<file path="config.mk">
export PLATFORM = sky130hd
export DESIGN_NAME = core_boot_sequencer
export DESIGN_NICKNAME = d
export VERILOG_FILES = /design/src/rtl/core_boot_sequencer_pkg.sv /design/src/rtl/core_boot_sequencer_byte_word_assembler.sv /design/src/rtl/core_boot_sequencer.sv
export SDC_FILE = /design/constraint.sdc
export NUM_CORES = 1
export LEC_CHECK = 0
export ABC_CLOCK_PERIOD_IN_PS = 6100
export CORE_ASPECT_RATIO = 2
export CORE_MARGIN = 2
export CORE_UTILIZATION = 45
export DETAILED_ROUTE_END_ITERATION = 6
export GPL_TIMING_DRIVEN = 0
export PLACE_DENSITY = 0.69
export SLEW_MARGIN = 20
export SYNTH_ARGS = -nofsm -noshare
export SYNTH_HDL_FRONTEND = slang
export SYNTH_HIERARCHICAL = 1
export SYNTH_SLANG_ARGS = --single-unit
</file>
<file path="constraint.sdc">
create_clock -name clk -period 6.1 [get_ports clk]
set_input_delay 1.525 -clock clk [delete_from_list [all_inputs] [get_ports clk]]
set_output_delay 1.525 -clock clk [all_outputs]
set_load 0.05 [all_outputs]
</file>
<file path="src/rtl/core_boot_sequencer_pkg.sv">
// rtl/core_boot_sequencer_pkg.sv - shared constants for the core boot sequencer
// Purpose: FSM state encoding, word geometry and default halt-bit index.
// Ports: none (package).
package core_boot_sequencer_pkg;

  localparam int BYTES_PER_WORD   = 4;
  localparam int HALT_BIT_DEFAULT = 0;

  typedef logic [2:0] state_t;

  localparam state_t S_LEN  = 3'd0;
  localparam state_t S_LOAD = 3'd1;
  localparam state_t S_RUN  = 3'd2;
  localparam state_t S_HALT = 3'd3;
  localparam state_t S_ERR  = 3'd4;

endpackage

</file>
<file path="src/rtl/core_boot_sequencer_byte_word_assembler.sv">
// rtl/core_boot_sequencer_byte_word_assembler.sv - little-endian byte-to-word assembler
// Purpose: collects received bytes into 32-bit words, byte k into bits [8k+7:8k].
// Ports:
//   clk, rst        clock, asynchronous active-high reset
//   i_en            accept bytes only while high
//   i_clr           return byte index and partial word to zero
//   i_rx_valid      byte strobe
//   i_rx_data       received byte
//   o_word_valid    pulse in the cycle the fourth byte of a word is presented
//   o_word          assembled word, valid with o_word_valid
module core_boot_sequencer_byte_word_assembler
  import core_boot_sequencer_pkg::*;
(
  input  logic        clk,
  input  logic        rst,
  input  logic        i_en,
  input  logic        i_clr,
  input  logic        i_rx_valid,
  input  logic [7:0]  i_rx_data,
  output logic        o_word_valid,
  output logic [31:0] o_word
);

  logic [1:0]  r_idx;
  logic [23:0] r_shift;
  logic        w_take;

  assign w_take = i_en & i_rx_valid;

  // The final byte is merged combinationally so the consumer can register the
  // complete word on the same edge that accepts the byte; no extra latency.
  assign o_word_valid = w_take && (r_idx == 2'(BYTES_PER_WORD - 1));
  assign o_word       = {i_rx_data, r_shift};

  always_ff @(posedge clk or posedge rst) begin
    if (rst) begin
      r_idx   <= 2'd0;
      r_shift <= 24'd0;
    end else if (i_clr) begin
      r_idx   <= 2'd0;
      r_shift <= 24'd0;
    end else if (w_take) begin
      r_idx <= r_idx + 2'd1;
      case (r_idx)
        2'd0:    r_shift[7:0]   <= i_rx_data;
        2'd1:    r_shift[15:8]  <= i_rx_data;
        2'd2:    r_shift[23:16] <= i_rx_data;
        default: ;
      endcase
    end
  end

endmodule

</file>
<file path="src/rtl/core_boot_sequencer.sv">
// rtl/core_boot_sequencer.sv - loads a UART program image into imem, then releases the core
// Purpose: holds the core in reset while a length-prefixed image is written to
// instruction memory, releases it, and watches the status word for halt.
// Ports:
//   clk, rst              clock, asynchronous active-high reset
//   rx_valid, rx_data     received byte stream
//   core_status           status word from the core (halt at HALT_BIT)
//   imem_we/addr/wdata    registered instruction-memory write port
//   core_rst              active-high reset to the core
//   load_done             pulse when the image is complete
//   running, halted, err  status flags
module core_boot_sequencer
  import core_boot_sequencer_pkg::*;
#(
  parameter int ADDR_W   = 14,
  parameter int HALT_BIT = HALT_BIT_DEFAULT
) (
  input  logic              clk,
  input  logic              rst,
  input  logic              rx_valid,
  input  logic [7:0]        rx_data,
  input  logic [31:0]       core_status,
  output logic              imem_we,
  output logic [ADDR_W-1:0] imem_addr,
  output logic [31:0]       imem_wdata,
  output logic              core_rst,
  output logic              load_done,
  output logic              running,
  output logic              halted,
  output logic              err
);

  localparam logic [31:0] CAPACITY = 32'd1 << ADDR_W;

  state_t            r_state;
  logic [31:0]       r_len;
  logic [ADDR_W:0]   r_cnt;
  logic              r_last;

  logic              w_en;
  logic              w_clr;
  logic              w_word_valid;
  logic [31:0]       w_word;
  logic [ADDR_W:0]   w_cnt_next;
  logic              w_is_last;
  logic              w_unused;

  // Bytes arriving after the final word has been issued are not part of the image.
  assign w_en  = (r_state == S_LEN) || ((r_state == S_LOAD) && !r_last);
  assign w_clr = ((r_state == S_LEN) && w_word_valid) || ((r_state == S_LOAD) && r_last);

  assign w_cnt_next = r_cnt + 1'b1;
  assign w_is_last  = ({{(31 - ADDR_W){1'b0}}, w_cnt_next} == r_len);

  assign w_unused = &{1'b0, core_status};

  core_boot_sequencer_byte_word_assembler u_asm (
    .clk          (clk),
    .rst          (rst),
    .i_en         (w_en),
    .i_clr        (w_clr),
    .i_rx_valid   (rx_valid),
    .i_rx_data    (rx_data),
    .o_word_valid (w_word_valid),
    .o_word       (w_word)
  );

  always_ff @(posedge clk or posedge rst) begin
    if (rst) begin
      r_state    <= S_LEN;
      r_len      <= 32'd0;
      r_cnt      <= '0;
      r_last     <= 1'b0;
      imem_we    <= 1'b0;
      imem_addr  <= '0;
      imem_wdata <= 32'd0;
      load_done  <= 1'b0;
    end else begin
      imem_we   <= 1'b0;
      load_done <= 1'b0;
      case (r_state)
        S_LEN: begin
          if (w_word_valid) begin
            r_len <= w_word;
            if (w_word == 32'd0) begin
              r_state   <= S_RUN;
              load_done <= 1'b1;
            end else if (w_word > CAPACITY) begin
              r_state <= S_ERR;
            end else begin
              r_state <= S_LOAD;
            end
          end
        end
        S_LOAD: begin
          // r_last marks that the final write is on the bus this cycle.
          if (r_last) begin
            r_state   <= S_RUN;
            load_done <= 1'b1;
          end else if (w_word_valid) begin
            imem_we    <= 1'b1;
            imem_addr  <= r_cnt[ADDR_W-1:0];
            imem_wdata <= w_word;
            r_cnt      <= w_cnt_next;
            r_last     <= w_is_last;
          end
        end
        S_RUN: begin
          if (core_status[HALT_BIT]) r_state <= S_HALT;
        end
        default: ;
      endcase
    end
  end

  // Decoded from the state register so an asynchronous reset reasserts core_rst at once.
  assign core_rst = (r_state == S_LEN) || (r_state == S_LOAD) || (r_state == S_ERR);
  assign running  = (r_state == S_RUN);
  assign halted   = (r_state == S_HALT);
  assign err      = (r_state == S_ERR);

endmodule

</file>
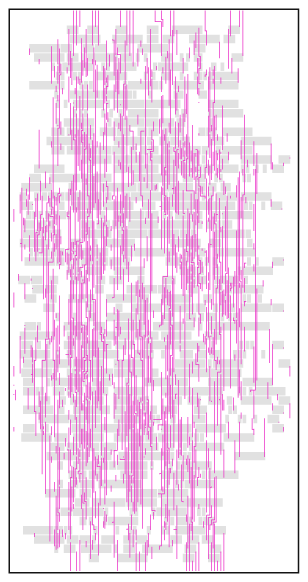
**Above:** run 1 (metal 2).
nets with wire on the layer = 565
share of all routed wire = 55%
longest straight run = 64.8 um

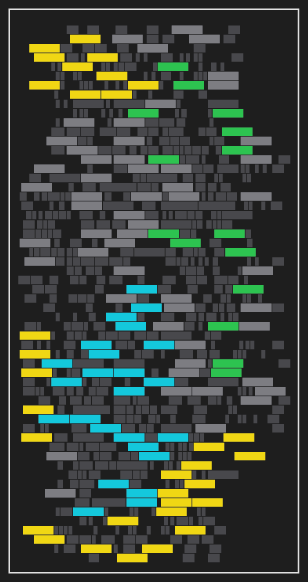
**Above:** run 1 (where the registers sit).
Other sequential cells in the stronger gray, the rest of the logic in the fainter gray.
green -> `r_cnt`  # sequential cells 15
cyan -> `u_asm/r_shift`  # sequential cells 24
yellow -> `imem_wdata`  # sequential cells 32
not colored = 54

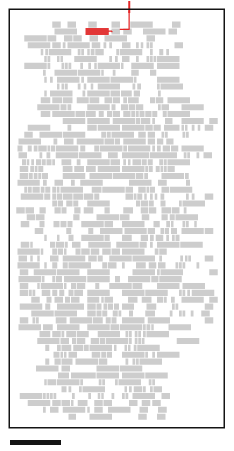
**Above:** run 1 (I/O nets highlighted).
The bar under the picture is 20 um long.
red -> `load_done`  # direction output, edge north, end cells 1, buffers 1, wire 12.8 um

==> Implementation_results.wiki, run 1 <==
== Implementation results ==
{| class="wikitable"
! Metric !! Value
|-
| Run status || complete, no violations
|-
| Routed len/inst || 17.69 um
|-
| ANT cells || 0
|-
| Count of inserted tapcells || around 150
|-
| Post-synth ARST share || 1.000
|-
| CTS clock-pin slew for the worst setup and hold paths || 0.05 ns
|-
| Syn Inst Count || 562
|-
| Setup WS pre-CTS || 2.437 ns
|-
| Power dissipated by switching net loads || roughly 370 uW
|-
| Met1 Routed Length || 5.148 mm
|-
| Logic area || 0.002422 mm2
|-
| Internal Pwr Total || 1564 uW
|-
| Proportion of synthesized chip area in sequential cells || 0.5369
|-
| First-pass iteration count of the detailed router || 4
|-
| Category of the most critical setup path || register to output port
|-
| Most frequent cell after synthesis || sky130_fd_sc_hd__nand2_1
|-
| Vias || 4,256
|-
| Critical path data required time || 4.58 ns
|-
| Init Core Util || 0.4614
|-
| Half-perimeter wire length of the detailed placement result || 10.77 mm
|-
| Most frequently used flop master after synthesis || sky130_fd_sc_hd__dfrtp_1
|-
| Most frequent standard cell in the layout excluding fill and tap cells || sky130_fd_sc_hd__nand2_1
|-
| Sw frac || 0.1904
|-
| Final-layout worst hold slack || between 0.4 and 0.5 ns
|-
| Leakage Power || 0.003639 uW
|-
| Max clock buf depth || 2
|-
| Leading cell category by total area || registers
|-
| Post-Syn Area || a little under 0.006 mm2
|-
| Final instance count without filler cells || just over 800
|-
| Die area || 0.01393 mm2
|-
| Number of instances resized during post-cts repair || 0
|-
| Top-level port count || 95
|-
| Met1 global-route usage || 0.2259
|-
| Number of antenna violations at the first check in global routing || 0
|-
| Maximum level of the CTS H-tree || 4
|-
| Mean Syn Cell Area || approximately 10 um2
|-
| Yosys Instances || 562
|-
| Unrepaired setup endpoints after global routing || no
|-
| Highest routed metal layer || met4
|-
| Register bit count reported by yosys || 125
|-
| Worst Reg-to-Reg Cells || 11
|-
| DRC || 0
|-
| Final worst slack || 2.273 ns
|-
| Chip Area, Yosys || between 0.005 and 0.006 mm2
|-
| Non-CTS buffers || 103
|-
| TNS Setup || 0 ns
|-
| Number of post-CTS setup repair buffers || 0
|-
| Comb area share || 0.3323
|-
| Inverter count || 10
|-
| Routability-driven placement congestion ratio || around 0.91
|-
| Multi-input combinational cell count || 387
|-
| Register-to-register setup slack || around 3.1 ns
|-
| Largest vdd supply drop || 0.0002198 V
|-
| Tally of filler cells in the layout || 1,092
|-
| Congestion Overflow GR || 0
|-
| Clock share of power || 0.549
|-
| Met2 GRT Util || 0.3918
|-
| All-layer global routing usage || 0.2186
|-
| Standard-cell rows || 58
|-
| GR peak layer || met2
|-
| Sequential cell area || between 0.003 and 0.004 mm2
|-
| Mean number of vias per cell || 5.287
|-
| Max-cap violations || 0
|-
| Via count of the first global-routing pass || ~4,500
|-
| Core area || 0.01263 mm2
|-
| Net count of the mapped netlist || around 610
|}
[run 1: power groups by stage]
| stage | clock, uW | sequential, uW | combinational (uW) |
|---|---|---|---|
| after global placement | 0 | 844 | 38.1 |
| after detailed placement | 0 | 844 | 41.5 |
| final | 1060 | 830 | 40.1 |
| after global routing | 1120 | 829 | 44.9 |
| after floorplan | 0 | 844 | 21.7 |
| after CTS | 1080 | 830 | 41.5 |
[run 1: registers in the layout, summed over array words and instances (netlist names)]
| register | cells |
|---|---|
| u_asm/r_idx | 2 |
| r_state | 3 |
| r_len | 32 |
| imem_wdata | 32 |
| r_last | 1 |
| u_asm/r_shift | 24 |
| imem_we | 1 |
| load_done | 1 |
| r_cnt | 15 |
| imem_addr | 14 |
[run 1: cell families after synthesis]
| kind of cell | count (synthesis) | share of synthesized area |
|---|---|---|
| AOI/OAI and AO/OA | 35 | 0.03952 |
| and+or+nand+nor | 256 | 0.2094 |
| xor gates and xnor gates | 33 | 0.04961 |
| adders and majority gates | 5 | 0.01074 |
| buffers and inverters | 50 | 0.04725 |
| DFF | 125 | 0.5369 |
| muxes | 58 | 0.1065 |
[run 1: worst max-delay path: stages, from the launching register on]
cell                              delay [ns]
sky130_fd_sc_hd__dfrtp_1                0.31
sky130_fd_sc_hd__clkbuf_1               0.25
sky130_fd_sc_hd__inv_1                  0.17
sky130_fd_sc_hd__nor3_1                 0.29
sky130_fd_sc_hd__clkdlybuf4s50_1        0.87
[run 1: path summary, 6_finish.rpt]
kind / end / startpoint
max: running / r_state[1]
min: imem_addr[8] / imem_addr[8]
max reg2reg: u_asm/r_shift[1] / r_state[0]
min reg2reg: imem_addr[8] / imem_addr[8]
max in group asynchronous: r_len[30] / rst
min in group asynchronous: imem_wdata[14] / rst
==> run 2: changes to the inputs <==
--- a/config.mk
+++ b/config.mk
@@ -5,7 +5,7 @@
 export SDC_FILE = /design/constraint.sdc
 export NUM_CORES = 1
 export LEC_CHECK = 0
-export ABC_CLOCK_PERIOD_IN_PS = 6100
+export ABC_CLOCK_PERIOD_IN_PS = 3700
 export CORE_ASPECT_RATIO = 2
 export CORE_MARGIN = 2
 export CORE_UTILIZATION = 45
==> constraint.sdc (replaced) <==
create_clock -name clk -period 3.7 [get_ports clk]
set_input_delay 0.925 -clock clk [delete_from_list [all_inputs] [get_ports clk]]
set_output_delay 0.925 -clock clk [all_outputs]
set_load 0.05 [all_outputs]
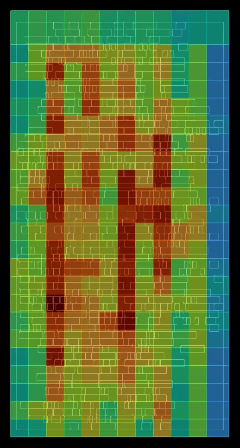
**Above:** run 2 (track usage over the die).
all-layer global routing usage: 0.2186
met2 GRT Util: 0.3918
GR peak layer: met2
routed len/inst: 17.69 um
met1 global-route usage: 0.2259

==> Implementation_results.wiki, run 2 <==
== Implementation results ==
{| class="wikitable"
! Metric !! Value
|-
| Run status || complete, no violations
|-
| CTS root buf || sky130_fd_sc_hd__clkbuf_16
|-
| Top cells by area in the synthesized netlist || sky130_fd_sc_hd__dfrtp_1, sky130_fd_sc_hd__nand2_1, sky130_fd_sc_hd__mux2_2, sky130_fd_sc_hd__mux2i_1, sky130_fd_sc_hd__nand2b_1
|-
| Setup WS pre-CTS || 0.6156 ns
|-
| P per Cell Area || 436.8 mW/mm2
|-
| Largest vdd supply drop || between 0.0003 and 0.0004 V
|-
| Critical path data required time || around 2.8 ns
|-
| Global Route met3 Usage || 0.05397
|-
| First-pass iteration count of the detailed router || 4
|-
| Core area || 0.01263 mm2
|-
| Post-synth ARST share || 1.000
|-
| Vias || about 4,300
|-
| Clock sink count || roughly 130
|-
| Most frequent standard cell in the layout excluding fill and tap cells || sky130_fd_sc_hd__nand2_1
|-
| Yosys top cell area share || 0.5369
|-
| Register bit count reported by yosys || 125
|-
| End of the worst register-to-register path || u_asm/r_shift[1]
|-
| Fa+ha+maj area frac || 0.01074
|-
| Leakage Power || 0.003639 uW
|-
| Routed Wire Length || 14.24 mm
|-
| DIE HEIGHT || 164.9 um
|-
| Wire length of the first global-routing pass || 23.08 mm
|-
| Critical Path AT || 2.30 ns
|-
| Yosys Instances || 562
|-
| Number of instances resized during post-cts repair || 0
|-
| Complex-gate fraction of the synthesized area || 0.03952
|-
| Number of pins with negative max-slew slack in the final report || 0
|-
| Worst Hold Endpoint || imem_addr[8]
|-
| CTS Hold Buffers Added || 0
|-
| Maximum operating frequency || 309.9 MHz
|-
| Largest net degree at the start of global routing || 59
|-
| Max stage delay cell, worst path || sky130_fd_sc_hd__clkdlybuf4s50_1
|-
| Final hold viol count || 0
|-
| Min Tclk post-route || about 3.2 ns
|-
| Chip Area, Yosys || 0.005826 mm2
|-
| Mux share || 0.1065
|-
| Startpoint kind of the worst setup timing path || register
|-
| Placement-stage cell area || 0.006666 mm2
|-
| Setup Skew || 0.008472 ns
|-
| Die boundary width || 84.46 um
|-
| Worst Hold Class || register to register
|-
| Worst hold path depth || 2
|-
| Total number of yosys warnings || 6
|-
| Ratio of cells with drive above 1 in the final layout || 0.1603
|-
| Mean Syn Cell Area || 10.37 um2
|-
| Critical path buffer and inverter count || 3
|-
| Category of the most critical setup path || register to output port
|-
| Worst-case headroom to the max-slew limit || 0.3584
|-
| CTS clock-pin slew for the worst setup and hold paths || 0.05 ns
|-
| Most frequent cell after synthesis || sky130_fd_sc_hd__nand2_1
|-
| Max-cap violations || 0
|-
| Registers with the most flip-flops || imem_wdata (32), r_len (32), u_asm/r_shift (24)
|-
| Area of all placed cells without fillers || about 0.0073 mm2
|-
| TNS Setup || 0 ns
|-
| Tally of buffers added on design ports || approximately 62
|-
| Syn Inst Count || 562
|-
| Count of library flops with an enable pin || 0
|-
| Die area || 0.01393 mm2
|-
| Worst Reg-to-Reg Cells || 11
|-
| Register-to-register setup slack || 0.69 ns
|-
| Xor and xnor fraction of the mapped netlist area || 0.04961
|-
| Crit share post-route || 0.8721
|-
| Leading area contributor after synthesis || sky130_fd_sc_hd__dfrtp_1
|-
| Final worst slack || 0.4733 ns
|-
| Most frequently used flop master after synthesis || sky130_fd_sc_hd__dfrtp_1
|-
| Half-perimeter wire length of the detailed placement result || between 10 and 15 mm
|-
| Critical Path End Type || output port
|-
| Via count of the first global-routing pass || 4,531
|-
| OpenROAD warning count || 60
|-
| TritonCTS clock tree || done
|-
| Sequence of cells on the critical path || clkbuf_1, inv_1, nor3_1, clkdlybuf4s50_1
|-
| Number of post-CTS setup repair buffers || 0
|-
| Final instance count without filler cells || ~800
|-
| ANT cells || 0
|-
| Number of DRC violations after detailed-routing iteration 0 || 222
|-
| Distinct lib cells used || 51
|-
| Number of antenna violations at the first check in global routing || 0
|-
| Unrepaired setup endpoints after global routing || no
|-
| Actual transition at the worst max-transition pin || 0.9565 ns
|-
| Number of clock buffers inserted by TritonCTS || 17
|-
| Worst hold start || imem_addr[8]
|-
| Init Core Util || 0.4614
|-
| Worst-path fanout max || 7
|-
| Top-level port count || 95
|-
| Top Layout Cells || sky130_fd_sc_hd__nand2_1, sky130_fd_sc_hd__dfrtp_1, sky130_fd_sc_hd__clkdlybuf4s50_1
|-
| Clock insertion delay at the later pin of the skew report || around 0.41 ns
|-
| Area grow syn2layout || 25.13%
|-
| Maximum level of the CTS H-tree || 4
|-
| Congestion Overflow GR || 0
|-
| Standard-cell rows || 58
|-
| NumNets Final || between 600 and 700
|-
| Post-Syn Area || 0.005826 mm2
|-
| Routability-driven placement congestion ratio || 0.9096
|-
| Mean number of vias per cell || 5.287
|-
| Worst r2r src || r_state[0]
|-
| DRC || 0
|-
| Peak per-stage delay on the critical path || 0.87 ns
|-
| Routed Antenna Nets || 0
|-
| Net count of the mapped netlist || roughly 610
|-
| Number of setup violations in the final report || 0
|-
| Proportion of synthesized chip area in sequential cells || 0.5369
|-
| Top cells by count || sky130_fd_sc_hd__nand2_1, sky130_fd_sc_hd__dfrtp_1, sky130_fd_sc_hd__nand2b_1
|-
| Top logic family || simple AND/OR/NAND/NOR gates
|-
| Cell family contributing the most delay on the critical path || buffers and inverters
|-
| Simple-gate area share of the yosys netlist || 0.2094
|-
| Max clock buf depth || 2
|-
| Cell count after placement || 775
|}
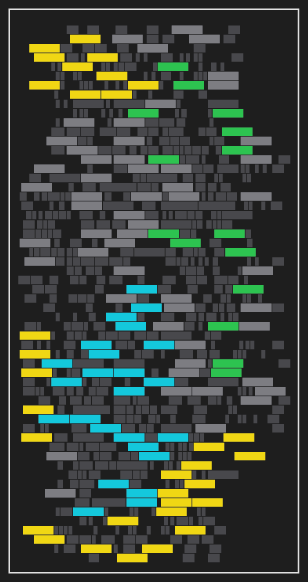
**Above:** run 2 (where the registers sit).
Other sequential cells in the stronger gray, the rest of the logic in the fainter gray.
yellow -> `imem_wdata`  # sequential cells 32
cyan -> `u_asm/r_shift`  # sequential cells 24
green -> `r_cnt`  # sequential cells 15
share of the core filled with cells: 0.5773
sequential power: 1370 uW
Sequential cell area: 0.003128 mm2
sequential cell area share: 0.4291

run 2: cell counts in the layout (fill, tap and decap cells not counted):
No cell type changed its count.
run 2: per-stage QoR:
stage	utilization	power [uW]	hold WS, ns
global route	0.5773	3285	0.5008
global placement	0.5254	1455	0.4581
CTS	0.5773	3214	0.4747
floorplan	-	1428	0.4645
detailed placement	0.5279	1460	0.4613
finish	0.5773	3184	0.4701
run 2: final cells by class:
type	count	area [um2]
plain buffers	40	237.7
fillers	1092	5338
repair buffers	63	648.1
clock inverters	7	135.1
multi-input cells	387	2422
well taps	150	187.7
flip-flops and latches	125	3128
inverters	10	42.54
clock buffers	23	488.0
run 2: kinds of logic after synthesis:
family                   after synthesis
AND-OR/OR-AND                         35
XOR/XNOR                              33
adder cells (fa/ha/maj)                5
buffers and inverters                 50
flip-flops                           125
multiplexers                          58
AND/OR/NAND/NOR                      256
run 2: worst min-delay path: cells and delay by family (launching register included):
kind,cells,cell delay [ns]
DFF,1,0.33
and+or+nand+nor,2,0.10
run 2: metal layers:
layer  wire length (um)  share of wire
met3                420          0.029
met4                835          0.059
met2               7838           0.55
met1               5148           0.36
met5                  0              0
run 2: how the worst max path moves through the flow:
stage,to,cells after the start,start
after floorplan,imem_addr[0],1,rst
after global placement,imem_addr[4],2,rst
after detailed placement,u_asm/r_shift[1],11,r_state[0]
after CTS,running,4,r_state[1]
after global routing,running,4,r_state[1]
final,running,4,r_state[1]
run 2: where the power goes:
group          internal (uW)  total (uW)  switching, uW
combinational           22.2        66.2           44.0
clock                   1190        1750            562
sequential              1370        1370              0
total                   2580        3180            606
**Run 2: metal 2**

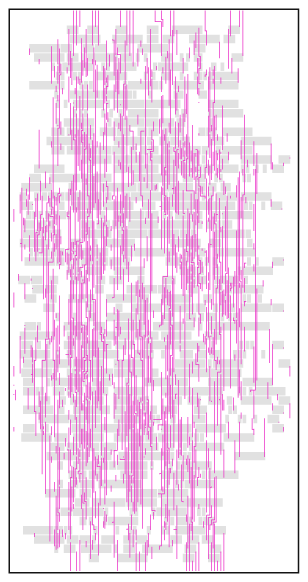

==> run 3: changes to the inputs <==
--- a/config.mk
+++ b/config.mk
@@ -5,6 +5,7 @@
 export SDC_FILE = /design/constraint.sdc
 export NUM_CORES = 1
 export LEC_CHECK = 0
+export ABC_AREA = 1
 export ABC_CLOCK_PERIOD_IN_PS = 3700
 export CORE_ASPECT_RATIO = 2
 export CORE_MARGIN = 2
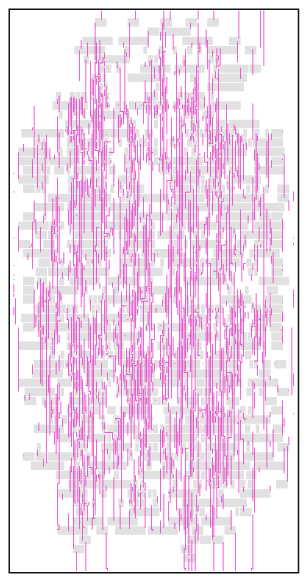
**Above:** run 3 (metal 2).
longest straight run = 71.4 um
wire length on this layer = 7,550 um
Routed Wire Length: 15.02 mm
met2 GRT Util: 0.3833
Vias: 4,934

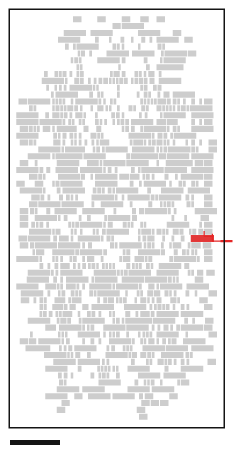
**Above:** run 3 (I/O nets highlighted).
The bar under the picture is 20 um long.
red -> `load_done`  # direction output, edge east, end cells 1, buffers 1, wire 12.5 um

==> Implementation_results.wiki, run 3 <==
== Implementation results ==
{| class="wikitable"
! Metric !! Value
|-
| Leading area contributor after synthesis || sky130_fd_sc_hd__dfrtp_1
|-
| Area grow syn2layout || 25.76%
|-
| Die area || 0.01402 mm2
|-
| Maximum level of the CTS H-tree || 4
|-
| TritonCTS clock tree || done
|-
| Unrepaired setup endpoints after global routing || no
|-
| Clock sink count || 125
|-
| Count of library flops with an enable pin || 0
|-
| Clock insertion delay at the later pin of the skew report || 0.41 ns
|-
| Sequential cell area share || 0.4239
|-
| Register bit count reported by yosys || 125
|-
| Actual transition at the worst max-transition pin || 0.9519 ns
|-
| Pwr Total || approximately 3300 uW
|-
| Clock buffer and inverter area fraction after layout || 0.08918
|-
| Die boundary width || approximately 85 um
|-
| Number of pins with negative max-slew slack in the final report || 0
|-
| DIE HEIGHT || 165.5 um
|-
| Init Core Util || 0.4568
|-
| Final instance count without filler cells || ~960
|-
| Cell count after placement || 927
|-
| Number of antenna violations at the first check in global routing || 0
|-
| Run status || complete, no violations
|-
| Top cells by count || sky130_fd_sc_hd__nand2_1, sky130_fd_sc_hd__dfrtp_1, sky130_fd_sc_hd__inv_1
|-
| Comb area share || 0.2977
|-
| Routed len/inst || ~16 um
|-
| Startpoint kind of the worst setup timing path || register
|-
| Post-Syn Area || 0.005868 mm2
|-
| DRC || 0
|-
| Final worst slack || roughly 0.77 ns
|-
| Tally of buffers added on design ports || 63
|-
| Total number of yosys warnings || 6
|-
| Standard-cell rows || roughly 59
|-
| Half-perimeter wire length of the detailed placement result || 10.88 mm
|-
| Worst Hold Class || register to register
|-
| Distinct lib cells used || 31
|-
| Logic area || around 0.0022 mm2
|-
| Yosys Instances || 711
|-
| Sequential cell area || approximately 0.0031 mm2
|-
| ANT cells || 0
|-
| CTS Hold Buffers Added || 0
|-
| Top Layout Cells || sky130_fd_sc_hd__nand2_1, sky130_fd_sc_hd__dfrtp_1, sky130_fd_sc_hd__inv_1
|-
| Number of instances resized during post-cts repair || 0
|-
| Setup WS pre-CTS || 0.4972 ns
|-
| Category of the most critical setup path || register to register
|-
| Final-layout worst hold slack || between 0.4 and 0.5 ns
|-
| Congestion Overflow GR || 0
|-
| Most frequently used flop master after synthesis || sky130_fd_sc_hd__dfrtp_1
|-
| NumNets Final || 842
|-
| CTS root buf || sky130_fd_sc_hd__clkbuf_16
|-
| TNS Setup || 0 ns
|-
| Largest vdd supply drop || 0.0004062 V
|-
| Yosys top cell area share || 0.5330
|-
| Layout non-clock buf frac || 0.1182
|-
| Top cells by area in the synthesized netlist || sky130_fd_sc_hd__dfrtp_1, sky130_fd_sc_hd__nand2_1, sky130_fd_sc_hd__inv_1, sky130_fd_sc_hd__nand3_1, sky130_fd_sc_hd__o21ai_1
|-
| Setup Skew || 0.007203 ns
|-
| Largest net degree at the start of global routing || 68
|-
| Final hold viol count || 0
|-
| Non-CTS buffers || 95
|-
| Post-synth ARST share || 1.000
|-
| Critical path data required time || 4.00 ns
|-
| Mean Syn Cell Area || ~8.3 um2
|-
| Leakage Power || 0.003476 uW
|-
| Max clock buf depth || 2
|-
| Count of inserted tapcells || 152
|-
| Tally of filler cells in the layout || 1,187
|-
| Chip Area, Yosys || 0.005868 mm2
|-
| First-pass iteration count of the detailed router || 5
|-
| Number of post-CTS setup repair buffers || 0
|-
| Area of all placed cells without fillers || 0.007380 mm2
|-
| Top-level port count || 95
|-
| Routed Antenna Nets || 0
|-
| Worst-case headroom to the max-slew limit || 0.3615
|-
| P per Cell Area || around 440 mW/mm2
|-
| Count of flip-flops and latches || roughly 130
|-
| Proportion of synthesized chip area in sequential cells || 0.5330
|-
| Wire length of the first global-routing pass || 24.66 mm
|-
| Most frequent cell after synthesis || sky130_fd_sc_hd__nand2_1
|-
| Worst-path fanout max || 10
|-
| Placement-stage cell area || roughly 0.0067 mm2
|-
| Routability-driven placement congestion ratio || a little under 0.9
|-
| Ratio of cells with drive above 1 in the final layout || 0.09789
|-
| Via count of the first global-routing pass || 4,843
|-
| Core area || between 0.01 and 0.015 mm2
|-
| Leading cell category by total area || registers
|-
| Crit share post-route || 0.7931
|-
| Multi-input combinational cell count || 468
|-
| Maximum operating frequency || 340.8 MHz
|-
| CTS clock-pin slew for the worst setup and hold paths || 0.06 ns
|-
| Number of DRC violations after detailed-routing iteration 0 || roughly 330
|-
| Min Tclk post-route || 2.935 ns
|-
| Net count of the mapped netlist || ~760
|-
| Number of setup violations in the final report || 0
|-
| Critical Path AT || ~3.2 ns
|-
| Syn Inst Count || 711
|-
| OpenROAD warning count || 60
|-
| Number of clock buffers inserted by TritonCTS || 17
|-
| Most frequent standard cell in the layout excluding fill and tap cells || sky130_fd_sc_hd__nand2_1
|-
| All-layer global routing usage || 0.2261
|-
| Max-cap violations || 0
|-
| Registers with the most flip-flops || imem_wdata (32), r_len (32), u_asm/r_shift (24)
|-
| Clock Buffer Count || 19
|-
| Mean number of vias per cell || roughly 5
|-
| Inverter count || 87
|-
| Critical Path End Type || register
|-
| Share of the core filled with cells || 0.5745
|}
run 3: cells by family after synthesis:
group / share of synthesized area
AOI/OAI and AO/OA: 0.08785
buffers and inverters: 0.09254
and+or+nand+nor: 0.2638
xor gates and xnor gates: 0.01215
DFF: 0.5330
adders and majority gates: 0.01066
run 3: critical path, cell delays in order, from the launching register on:
cell and delay [ns]:
sky130_fd_sc_hd__dfrtp_1 0.41, sky130_fd_sc_hd__inv_2 0.09, sky130_fd_sc_hd__nand2_2 0.09, sky130_fd_sc_hd__a21oi_1 0.51, sky130_fd_sc_hd__nand2_4 0.20, sky130_fd_sc_hd__nor2_1 0.37, sky130_fd_sc_hd__nand3_1 0.21, sky130_fd_sc_hd__buf_2 0.24
sky130_fd_sc_hd__nand2_1 0.13, sky130_fd_sc_hd__buf_6 0.15, sky130_fd_sc_hd__inv_4 0.07, sky130_fd_sc_hd__buf_4 0.18, sky130_fd_sc_hd__nand3_1 0.10, sky130_fd_sc_hd__nand2_1 0.07
run 3: path summary, 6_finish.rpt:
check	start	to	slack, ns	cells after the start
worst max-delay path	r_state[2]	u_asm/r_shift[11]	0.77	13
worst min-delay path	r_len[26]	r_len[26]	0.48	2
worst max register to register	r_state[2]	u_asm/r_shift[11]	0.77	13
worst min register to register	r_len[26]	r_len[26]	0.48	2
max in group asynchronous	rst	imem_wdata[30]	2.19	3
min in group asynchronous	rst	imem_wdata[17]	0.90	2
run 3: power breakdown:
group | switching, uW | total, uW | internal, uW
Clock | 618 | 1830 | 1220
Combinational | 45.4 | 66.6 | 21.2
Sequential | 0 | 1370 | 1370
Total | 663 | 3270 | 2610
run 3: routing by layer:
metal,vias to the layer above,part of all wire,global-route usage
li1,2432,-,-
met1,2335,0.44,0.2935
met2,147,0.50,0.3833
met3,20,0.042,0.04324
met4,0,0.018,0.06854
met5,-,0,0
Power is estimated from default activity; no workload was simulated.
